==> src/rtl/pic_qcycle_controller_pkg.sv <==
// Shared constants for the PIC midrange Q-cycle controller: opcode match/mask pairs,
// Q-phase encodings and controller state type.
package pic_core_pkg;

  localparam logic [6:0] PCL_ADDR = 7'h02;

  localparam logic [3:0] Q1 = 4'b0001;
  localparam logic [3:0] Q2 = 4'b0010;
  localparam logic [3:0] Q3 = 4'b0100;
  localparam logic [3:0] Q4 = 4'b1000;

  // Each opcode is matched as (instr & MASK) == OP
  localparam logic [13:0] OP_GOTO        = 14'h2800;
  localparam logic [13:0] OP_GOTO_MASK   = 14'h3800;
  localparam logic [13:0] OP_CALL        = 14'h2000;
  localparam logic [13:0] OP_CALL_MASK   = 14'h3800;
  localparam logic [13:0] OP_RETURN      = 14'h0008;
  localparam logic [13:0] OP_RETURN_MASK = 14'h3FFF;
  localparam logic [13:0] OP_RETFIE      = 14'h0009;
  localparam logic [13:0] OP_RETFIE_MASK = 14'h3FFF;
  localparam logic [13:0] OP_RETLW       = 14'h3400;
  localparam logic [13:0] OP_RETLW_MASK  = 14'h3C00;
  localparam logic [13:0] OP_SLEEP       = 14'h0063;
  localparam logic [13:0] OP_SLEEP_MASK  = 14'h3FFF;
  localparam logic [13:0] OP_DECFSZ      = 14'h0B00;
  localparam logic [13:0] OP_DECFSZ_MASK = 14'h3F00;
  localparam logic [13:0] OP_INCFSZ      = 14'h0F00;
  localparam logic [13:0] OP_INCFSZ_MASK = 14'h3F00;
  localparam logic [13:0] OP_BTFSC       = 14'h1800;
  localparam logic [13:0] OP_BTFSC_MASK  = 14'h3C00;
  localparam logic [13:0] OP_BTFSS       = 14'h1C00;
  localparam logic [13:0] OP_BTFSS_MASK  = 14'h3C00;

  typedef enum logic {
    ST_RUN,
    ST_SLEEP
  } ctrl_state_e;

  function automatic logic opMatch(input logic [13:0] instr,
                                   input logic [13:0] op,
                                   input logic [13:0] mask);
    return (instr & mask) == op;
  endfunction

endpackage

==> src/rtl/pic_qcycle_controller_if.sv <==
// Bus between the Q-cycle controller and the rest of the core: instruction/status
// inputs and the phase and strobe outputs.
interface pic_qcycle_if;
  logic [13:0] instr_current;
  logic        alu_zero;
  logic        bit_test;
  logic        wake;
  logic [3:0]  q_phase;
  logic        instr_rd_en;
  logic        incr_pc_en;
  logic        regfile_wr_en;
  logic        w_wr_en;
  logic        status_wr;
  logic        pc_load_en;
  logic        pc_load_src;
  logic        stack_push;
  logic        stack_pop;
  logic        executing_nop;
  logic        sleeping;

  modport master (
    output instr_current, alu_zero, bit_test, wake,
    input  q_phase, instr_rd_en, incr_pc_en, regfile_wr_en, w_wr_en, status_wr,
           pc_load_en, pc_load_src, stack_push, stack_pop, executing_nop, sleeping
  );

  modport slave (
    input  instr_current, alu_zero, bit_test, wake,
    output q_phase, instr_rd_en, incr_pc_en, regfile_wr_en, w_wr_en, status_wr,
           pc_load_en, pc_load_src, stack_push, stack_pop, executing_nop, sleeping
  );
endinterface

==> src/rtl/pic_qcycle_controller_decode.sv <==
// Combinational instruction classifier: maps a 14-bit midrange opcode onto the
// write/branch/skip/sleep classes the Q-cycle controller acts on.
module pic_instr_class_decode
  import pic_core_pkg::*;
(
  input  logic [13:0] instr_i,
  output logic        wr_file_o,
  output logic        wr_w_o,
  output logic        upd_status_o,
  output logic        is_branch_o,
  output logic        is_ret_o,
  output logic        is_call_o,
  output logic        is_skip_z_o,
  output logic        is_skip_bc_o,
  output logic        is_skip_bs_o,
  output logic        is_sleep_o
);

  logic       byteOp;
  logic       bitSetClr;
  logic       literalOp;
  logic [3:0] byteCode;

  // 00_0000_0xxx_xxxx holds NOP/RETURN/SLEEP etc. and is not a byte-oriented op
  assign byteOp    = (instr_i[13:12] == 2'b00) && (instr_i[13:7] != 7'b0000000);
  assign bitSetClr = (instr_i[13:11] == 3'b010);
  assign literalOp = (instr_i[13:12] == 2'b11);
  assign byteCode  = instr_i[11:8];

  assign wr_file_o = (byteOp && instr_i[7]) || bitSetClr;
  assign wr_w_o    = (byteOp && !instr_i[7]) || literalOp;

  // MOVWF, DECFSZ, SWAPF and INCFSZ leave STATUS alone; 11_1011 is unused
  assign upd_status_o = (byteOp && (byteCode != 4'h0) && (byteCode != 4'hB)
                                && (byteCode != 4'hE) && (byteCode != 4'hF))
                     || ((instr_i[13:11] == 3'b111) && (instr_i[10:8] != 3'b011));

  assign is_branch_o  = opMatch(instr_i, OP_GOTO, OP_GOTO_MASK);
  assign is_call_o    = opMatch(instr_i, OP_CALL, OP_CALL_MASK);
  assign is_ret_o     = opMatch(instr_i, OP_RETURN, OP_RETURN_MASK)
                     || opMatch(instr_i, OP_RETFIE, OP_RETFIE_MASK)
                     || opMatch(instr_i, OP_RETLW, OP_RETLW_MASK);
  assign is_skip_z_o  = opMatch(instr_i, OP_DECFSZ, OP_DECFSZ_MASK)
                     || opMatch(instr_i, OP_INCFSZ, OP_INCFSZ_MASK);
  assign is_skip_bc_o = opMatch(instr_i, OP_BTFSC, OP_BTFSC_MASK);
  assign is_skip_bs_o = opMatch(instr_i, OP_BTFSS, OP_BTFSS_MASK);
  assign is_sleep_o   = opMatch(instr_i, OP_SLEEP, OP_SLEEP_MASK);

endmodule

==> src/rtl/pic_qcycle_controller.sv <==
// Q-cycle sequencer for the PIC midrange core: four-phase instruction cycle, fetch/
// PC strobes, Q4 execution strobes, pipeline flush into a forced NOP, and SLEEP/wake.
module pic_qcycle_controller #(
  parameter logic [6:0] PCL_ADDR = pic_core_pkg::PCL_ADDR
) (
  input  logic         clk,
  input  logic         rst,
  pic_qcycle_if.slave  bus
);
  import pic_core_pkg::*;

  ctrl_state_e state_q, state_d;
  logic [3:0]  qPhase_q, qPhase_d;
  logic        flush_q, flush_d;

  logic wrFile, wrW, updStatus, isBranch, isRet, isCall;
  logic isSkipZ, isSkipBc, isSkipBs, isSleep;
  logic pclWrite, flushEvent;

  logic incrPcEn, instrRdEn, regfileWrEn, wWrEn, statusWr;
  logic pcLoadEn, pcLoadSrc, stackPush, stackPop;

  pic_instr_class_decode u_decode (
    .instr_i      (bus.instr_current),
    .wr_file_o    (wrFile),
    .wr_w_o       (wrW),
    .upd_status_o (updStatus),
    .is_branch_o  (isBranch),
    .is_ret_o     (isRet),
    .is_call_o    (isCall),
    .is_skip_z_o  (isSkipZ),
    .is_skip_bc_o (isSkipBc),
    .is_skip_bs_o (isSkipBs),
    .is_sleep_o   (isSleep)
  );

  assign pclWrite   = wrFile && (bus.instr_current[6:0] == PCL_ADDR);
  assign flushEvent = isBranch || isCall || isRet || pclWrite
                   || (isSkipZ && bus.alu_zero)
                   || (isSkipBc && !bus.bit_test)
                   || (isSkipBs && bus.bit_test);

  always_ff @(posedge clk) begin
    if (rst) begin
      state_q  <= ST_RUN;
      qPhase_q <= Q1;
      flush_q  <= 1'b1;
    end else begin
      state_q  <= state_d;
      qPhase_q <= qPhase_d;
      flush_q  <= flush_d;
    end
  end

  // A forced NOP only clears the flush flag; it can never raise a new one or sleep
  always_comb begin
    state_d     = state_q;
    qPhase_d    = qPhase_q;
    flush_d     = flush_q;
    incrPcEn    = 1'b0;
    instrRdEn   = 1'b0;
    regfileWrEn = 1'b0;
    wWrEn       = 1'b0;
    statusWr    = 1'b0;
    pcLoadEn    = 1'b0;
    pcLoadSrc   = 1'b0;
    stackPush   = 1'b0;
    stackPop    = 1'b0;
    case (state_q)
      ST_RUN: begin
        qPhase_d = {qPhase_q[2:0], qPhase_q[3]};
        if (!rst) begin
          incrPcEn  = qPhase_q[0];
          instrRdEn = qPhase_q[3];
        end
        if (qPhase_q[3]) begin
          if (flush_q) begin
            flush_d = 1'b0;
          end else begin
            flush_d = flushEvent;
            if (isSleep) begin
              state_d = ST_SLEEP;
            end
            if (!rst) begin
              regfileWrEn = wrFile;
              wWrEn       = wrW;
              statusWr    = updStatus;
              pcLoadEn    = isBranch || isCall || isRet;
              pcLoadSrc   = isRet;
              stackPush   = isCall;
              stackPop    = isRet;
            end
          end
        end
      end
      ST_SLEEP: begin
        qPhase_d = Q1;
        if (bus.wake) begin
          state_d = ST_RUN;
        end
      end
      default: begin
        state_d  = ST_RUN;
        qPhase_d = Q1;
      end
    endcase
  end

  assign bus.q_phase       = qPhase_q;
  assign bus.incr_pc_en    = incrPcEn;
  assign bus.instr_rd_en   = instrRdEn;
  assign bus.regfile_wr_en = regfileWrEn;
  assign bus.w_wr_en       = wWrEn;
  assign bus.status_wr     = statusWr;
  assign bus.pc_load_en    = pcLoadEn;
  assign bus.pc_load_src   = pcLoadSrc;
  assign bus.stack_push    = stackPush;
  assign bus.stack_pop     = stackPop;
  assign bus.executing_nop = flush_q && (state_q == ST_RUN);
  assign bus.sleeping      = (state_q == ST_SLEEP);

endmodule

==> src/flat_wrapper.sv <==
// flat-port wrapper written by rule: the top's interface ports become plain ports
module pic_qcycle_controller_flat import pic_core_pkg::*;
#(
  parameter logic [6:0] PCL_ADDR = pic_core_pkg::PCL_ADDR
)
  (clk, rst, bus_instr_current, bus_alu_zero, bus_bit_test, bus_wake, bus_q_phase, bus_instr_rd_en, bus_incr_pc_en, bus_regfile_wr_en, bus_w_wr_en, bus_status_wr, bus_pc_load_en, bus_pc_load_src, bus_stack_push, bus_stack_pop, bus_executing_nop, bus_sleeping);
  pic_qcycle_if bus_i ();
  input  logic clk;
  input  logic rst;
  input wire logic [$bits(bus_i.instr_current)-1:0] bus_instr_current;
  input wire logic [$bits(bus_i.alu_zero)-1:0] bus_alu_zero;
  input wire logic [$bits(bus_i.bit_test)-1:0] bus_bit_test;
  input wire logic [$bits(bus_i.wake)-1:0] bus_wake;
  output wire logic [$bits(bus_i.q_phase)-1:0] bus_q_phase;
  output wire logic [$bits(bus_i.instr_rd_en)-1:0] bus_instr_rd_en;
  output wire logic [$bits(bus_i.incr_pc_en)-1:0] bus_incr_pc_en;
  output wire logic [$bits(bus_i.regfile_wr_en)-1:0] bus_regfile_wr_en;
  output wire logic [$bits(bus_i.w_wr_en)-1:0] bus_w_wr_en;
  output wire logic [$bits(bus_i.status_wr)-1:0] bus_status_wr;
  output wire logic [$bits(bus_i.pc_load_en)-1:0] bus_pc_load_en;
  output wire logic [$bits(bus_i.pc_load_src)-1:0] bus_pc_load_src;
  output wire logic [$bits(bus_i.stack_push)-1:0] bus_stack_push;
  output wire logic [$bits(bus_i.stack_pop)-1:0] bus_stack_pop;
  output wire logic [$bits(bus_i.executing_nop)-1:0] bus_executing_nop;
  output wire logic [$bits(bus_i.sleeping)-1:0] bus_sleeping;
  assign bus_i.instr_current = bus_instr_current;
  assign bus_i.alu_zero = bus_alu_zero;
  assign bus_i.bit_test = bus_bit_test;
  assign bus_i.wake = bus_wake;
  assign bus_q_phase = bus_i.q_phase;
  assign bus_instr_rd_en = bus_i.instr_rd_en;
  assign bus_incr_pc_en = bus_i.incr_pc_en;
  assign bus_regfile_wr_en = bus_i.regfile_wr_en;
  assign bus_w_wr_en = bus_i.w_wr_en;
  assign bus_status_wr = bus_i.status_wr;
  assign bus_pc_load_en = bus_i.pc_load_en;
  assign bus_pc_load_src = bus_i.pc_load_src;
  assign bus_stack_push = bus_i.stack_push;
  assign bus_stack_pop = bus_i.stack_pop;
  assign bus_executing_nop = bus_i.executing_nop;
  assign bus_sleeping = bus_i.sleeping;
  pic_qcycle_controller #(.PCL_ADDR(PCL_ADDR)) u_core (.clk(clk), .rst(rst), .bus(bus_i));
endmodule
==> config.mk <==
export PLATFORM = sky130hd
export DESIGN_NAME = pic_qcycle_controller_flat
export DESIGN_NICKNAME = d
export VERILOG_FILES = /design/src/rtl/pic_qcycle_controller_pkg.sv /design/src/rtl/pic_qcycle_controller_if.sv /design/src/rtl/pic_qcycle_controller_decode.sv /design/src/rtl/pic_qcycle_controller.sv /design/src/flat_wrapper.sv
export SDC_FILE = /design/constraint.sdc
export NUM_CORES = 1
export LEC_CHECK = 0
export CAP_MARGIN = 10
export CORE_UTILIZATION = 35
export CTS_CLUSTER_DIAMETER = 40
export DETAILED_ROUTE_END_ITERATION = 8
export MAX_ROUTING_LAYER = met4
export PLACE_DENSITY = 0.78
export SKIP_LAST_GASP = 1
export SLEW_MARGIN = 30
export SYNTH_ARGS = -nofsm -noshare
export SYNTH_HDL_FRONTEND = slang
export SYNTH_HIERARCHICAL = 1
export SYNTH_SLANG_ARGS = --single-unit
==> constraint.sdc <==
create_clock -name clk -period 2.2 [get_ports clk]
set_clock_uncertainty 0.2 [all_clocks]
set_input_delay 0.33 -clock clk [delete_from_list [all_inputs] [get_ports clk]]
set_output_delay 0.33 -clock clk [all_outputs]
set_load 0.1 [all_outputs]
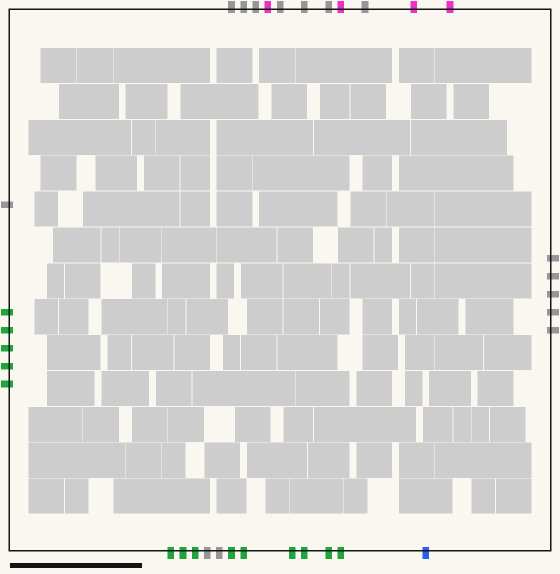
(run_1/pinout.png)
Bar = 10 µm. Pins as bars across the die edge, other pins in gray.
Key: magenta = bus_q_phase [pins 4, direction output, edge top]; green = bus_instr_current [pins 14, direction input, edge 9 bottom, 5 left]; blue = bus_status_wr [pins 1, direction output, edge bottom]
All pins by edge: 12 bottom, 11 top, 6 left, 5 right.

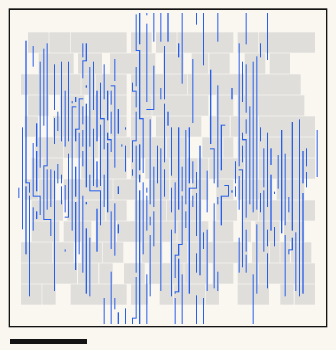
(run_1/m2.png)
Bar = 10 µm.
The layer holds 51% of the routed length. The layer carries 1200 µm of wire. The wires run mostly vertical. The longest straight run is 22.8 µm.

==> notes.md, run 1 <==
On the backend side, the flow ran end to end.

The run finished, with violations left. The final reports fail on negative setup slack. The slowest stage of the critical path is the sky130_fd_sc_hd__o31ai_4 cell. The total clock buffers created by CTS stands at 3. The count of plain and timing-repair buffers in the layout stands at ~54.

In the synthesized netlist the dominant register cell turns out to be sky130_fd_sc_hd__dfxtp_1. According to the floorplan report, the die width is a little over 40 µm. The count of endpoints failing setup in the final report stands at 1. The synthesized netlist occupies a cell area of 531 µm². The post-route report lists met1 wire length as 904 µm. Per the layout report, the design carries approximately 76 filler cells.

In the finished design the tool counted flip-flops and latches totalling 6. The number of nets handed over by synthesis was around 85. The critical path endpoint has a required time of 1670 ps. Looking at the hold checks, the worst path lands on u_core/bus.q_phase[2]$_SDFF_PP0_. The total congestion overflow stands at 0.

The setup check on the worst reg-to-reg path leaves a slack of slightly above 900 ps. The stat command in Yosys gives a chip area of around 530 µm². The floorplan die area stands at between 0.0015 and 0.002 mm². Per the layout report, the design carries 4 clock buffers. The floorplan has 13 rows. Yosys mapped a number of flops with a built-in enable equal to 0. The clock net in this run drives a total of 6 sinks. The proportion of register bits with asynchronous set or reset after synthesis stands at 0. The number of levels the H-tree was split into stands at 1.

Per STA, the library cell used most along the worst path is sky130_fd_sc_hd__nor3_4. The clock network area share stands at 0.0222. The fraction of final layout cells with drive strength greater than 1 stands at 0.587.

The highest fanout seen on the critical path stands at 2. At the worst endpoint, the arrival time is 1670 ps. In this run the mean area of a mapped cell was 8.04 µm². Setup slack on the critical path of the routed design comes to -1.03 ps. Grouping stages by cell kind, the critical path spends the most delay in simple AND/OR/NAND/NOR gates. The antenna violation net count after detailed routing stands at 0.
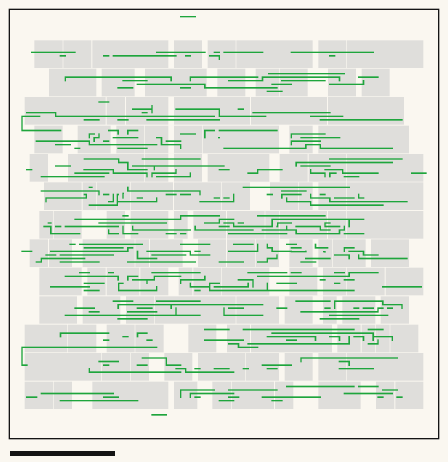
(run_1/m1.png)
Bar = 10 µm.
The longest straight run is 15.2 µm. The layer carries 905 µm of wire. The layer holds 38% of the routed length.

[run 1: per-stage QoR]
step	worst slack [ps]	setup TNS, ps	hold WS (ps)
floorplan	-238	-244	232
global placement	-307	-804	240
detailed placement	-389	-1060	251
CTS	-111	-111	265
global route	-49.0	-118	285
finish	-1.03	-1.03	274
[run 1: logic make-up after synthesis]
family	after synthesis	share of synthesized area
AND/OR/NAND/NOR	43	0.540
AND-OR/OR-AND	9	0.144
flip-flops	6	0.226
buffers and inverters	6	0.0519
multiplexers	2	0.0377
[run 1: registers in the layout, summed over array words and instances (netlist names)]
signal / cells
u_core/bus.q_phase: 4
u_core/bus.sleeping: 1
u_core/flush_q: 1
[run 1: placed cells by master, fill, tap and decap left out, types with 2 or more instances in the layout]
cell                              instances
sky130_fd_sc_hd__and2_1                   3
sky130_fd_sc_hd__and2_2                   6
sky130_fd_sc_hd__buf_12                  10
sky130_fd_sc_hd__buf_2                    2
sky130_fd_sc_hd__buf_4                   24
sky130_fd_sc_hd__buf_6                    4
sky130_fd_sc_hd__clkbuf_2                 5
sky130_fd_sc_hd__clkbuf_4                 3
sky130_fd_sc_hd__clkdlybuf4s50_1          5
sky130_fd_sc_hd__dfxtp_1                  4
sky130_fd_sc_hd__dlygate4sd2_1            2
sky130_fd_sc_hd__inv_1                    3
sky130_fd_sc_hd__mux2i_1                  2
sky130_fd_sc_hd__nand2_1                  3
sky130_fd_sc_hd__nand3_1                  2
sky130_fd_sc_hd__nor2_1                   4
sky130_fd_sc_hd__nor3_4                   2
sky130_fd_sc_hd__nor3b_2                  2
sky130_fd_sc_hd__nor4_1                   2
sky130_fd_sc_hd__nor4b_1                  3
[run 1: power breakdown]
part	internal (W)	switching, W
Sequential	0.000115	0.00000597
Clock	0.0000695	0.0000525
Combinational	0.0000900	0.000119
Total	0.000274	0.000178
==> inputs of run 2 (changes only) <==
Settings changed: CAP_MARGIN 10 to 20.
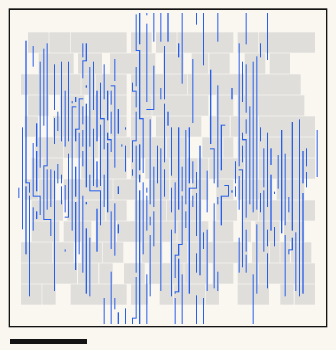
(run_2/m2.png)
Bar = 10 µm.
132 nets have wire on it. The layer holds 51% of the routed length. The longest straight run is 22.8 µm. The layer carries 1200 µm of wire.

==> run 2 against run 1 <==
  * Utilization is the same
  * Cell count did not move
  * First-iteration DRC count did not move
  * Largest power group unchanged
  * Final area is the same
  * The flow still finishes with violations (negative setup slack)
  * Synthesized cell count stayed put
  * Sequential share of layout area unchanged
  * Die area is the same
  * Wire length is the same
  * Clock power about the same
==> notes.md, run 2 <==
On the backend side, the flow ran end to end.

The area figure in the yosys stat output stands at 531 µm² (unchanged). The floorplan die area stands at 0.00168 mm² (unchanged). The power attributed to the clock group stands at 0.000122 W (about the same). The fraction of final layout cells with drive strength greater than 1 stands at 0.587 (unchanged). The area of the mapped netlist came to 531 µm² (unchanged). The total congestion overflow stands at 0 (unchanged). The clock network area share is 0.0222 (unchanged).

The average footprint of a synthesized cell stands at 8.04 µm² (unchanged). The proportion of register bits with asynchronous set or reset after synthesis stands at 0 (unchanged). The run finished, with violations left. The count of pins on the block boundary stands at 34. The combinational group share of total power came to 0.463 (about the same).

The data required time of the critical path is 1670 ps (about the same). The largest part of the power goes to combinational logic. The setup TNS after final layout came to -1.03 ps (unchanged). The internal power consumption stands at 0.000274 W (unchanged). The worst hold slack after final layout was 274 ps (unchanged). The count of endpoints failing setup in the final report is 1 (unchanged). The highest fanout seen on the critical path stands at 2 (unchanged). The number of levels the H-tree was split into is 1 (unchanged). The top cell types in the final layout, fill and taps aside, are sky130_fd_sc_hd__buf_4, sky130_fd_sc_hd__buf_12, sky130_fd_sc_hd__and2_2. The antenna violation net count after detailed routing was 0 (unchanged).

The number of sequential cells in the layout stands at 6 (unchanged). The data arrival at the endpoint of the critical path stands at 1670 ps (about the same). The worst-case setup margin in the final layout is -1.03 ps (unchanged). The number of clock-tree buffers in the layout stands at 4 (unchanged). The proportion of total power due to net switching stands at 0.393 (unchanged). The share of power burned in registers is 0.267 (about the same). The sequential logic power stands at 0.000121 W (about the same). The most common logic cell in the final layout is sky130_fd_sc_hd__buf_4. The net count of the mapped netlist is 85 (unchanged). In the synthesized netlist the dominant register cell turns out to be sky130_fd_sc_hd__dfxtp_1. The CTS sink count was 6 (unchanged). The count of plain and timing-repair buffers in the layout stands at 54 (unchanged). The checks that failed: negative setup slack. The horizontal die dimension stands at 40.9 µm (unchanged).
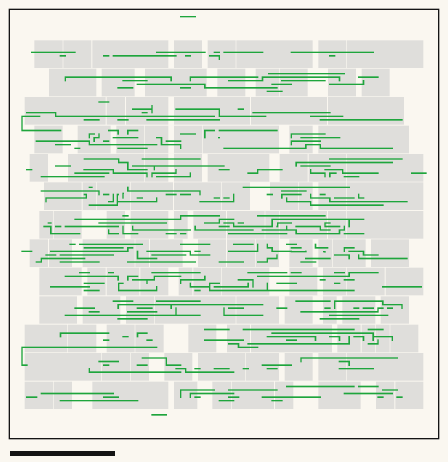
(run_2/m1.png)
Bar = 10 µm.
The layer holds 38% of the routed length. 126 nets have wire on it. The layer carries 905 µm of wire. The wires run mostly horizontal.

==> run 2: layer usage <==
| metal | GRT usage | vias to the layer above | wire, µm |
|---|---|---|---|
| met5 | - | - | 0 |
| li1 | - | 359 | - |
| met1 | 0.264 | 366 | 904 |
| met2 | 0.445 | 54 | 1200 |
| met3 | 0.0815 | 12 | 168 |
| met4 | 0.133 | 0 | 88 |
==> run 2: cell families after synthesis <==
kind of cell / after synthesis / synth area share
AOI/OAI and AO/OA: 9 / 0.144
buffers and inverters: 6 / 0.0519
DFF: 6 / 0.226
muxes: 2 / 0.0377
and+or+nand+nor: 43 / 0.540
==> run 2: worst paths after layout <==
kind / cells after the start / slack (ps) / to
hold reg to reg: 1 / 270 / u_core/bus.q_phase[2]$_SDFF_PP0_
setup / recovery: 7 / -1 / bus_pc_load_en
setup reg to reg: 3 / 910 / u_core/bus.sleeping$_SDFF_PP0_
hold / removal: 1 / 270 / u_core/bus.q_phase[2]$_SDFF_PP0_
==> run 2: stage by stage <==
stage	setup slack, ps	area, µm²	power (W)
2_1_floorplan	-238	571	0.000220
3_3_place_gp	-307	1100	0.000313
3_5_place_dp	-389	1100	0.000318
4_1_cts	-111	1140	0.000439
5_1_grt	-49.0	1190	0.000467
6_report	-1.03	1190	0.000452
==> run 2: critical path, cell delays in order <==
cell,delay [ps]
sky130_fd_sc_hd__dlygate4sd2_1,260
sky130_fd_sc_hd__nor4_2,210
sky130_fd_sc_hd__nand2_2,140
sky130_fd_sc_hd__o31ai_4,310
sky130_fd_sc_hd__nor3_4,70
sky130_fd_sc_hd__nor3_4,150
sky130_fd_sc_hd__buf_12,200
==> run 2: timing repair <==
action                                 in CTS  in global routing
pin swaps                                   7                  8
buffers inserted                            1                  3
setup endpoints to repair                   6                  6
endpoints found under the hold margin       0                  0
resized                                    31                 19
cloned                                      0                  1
Power is estimated from default activity; no workload was simulated.
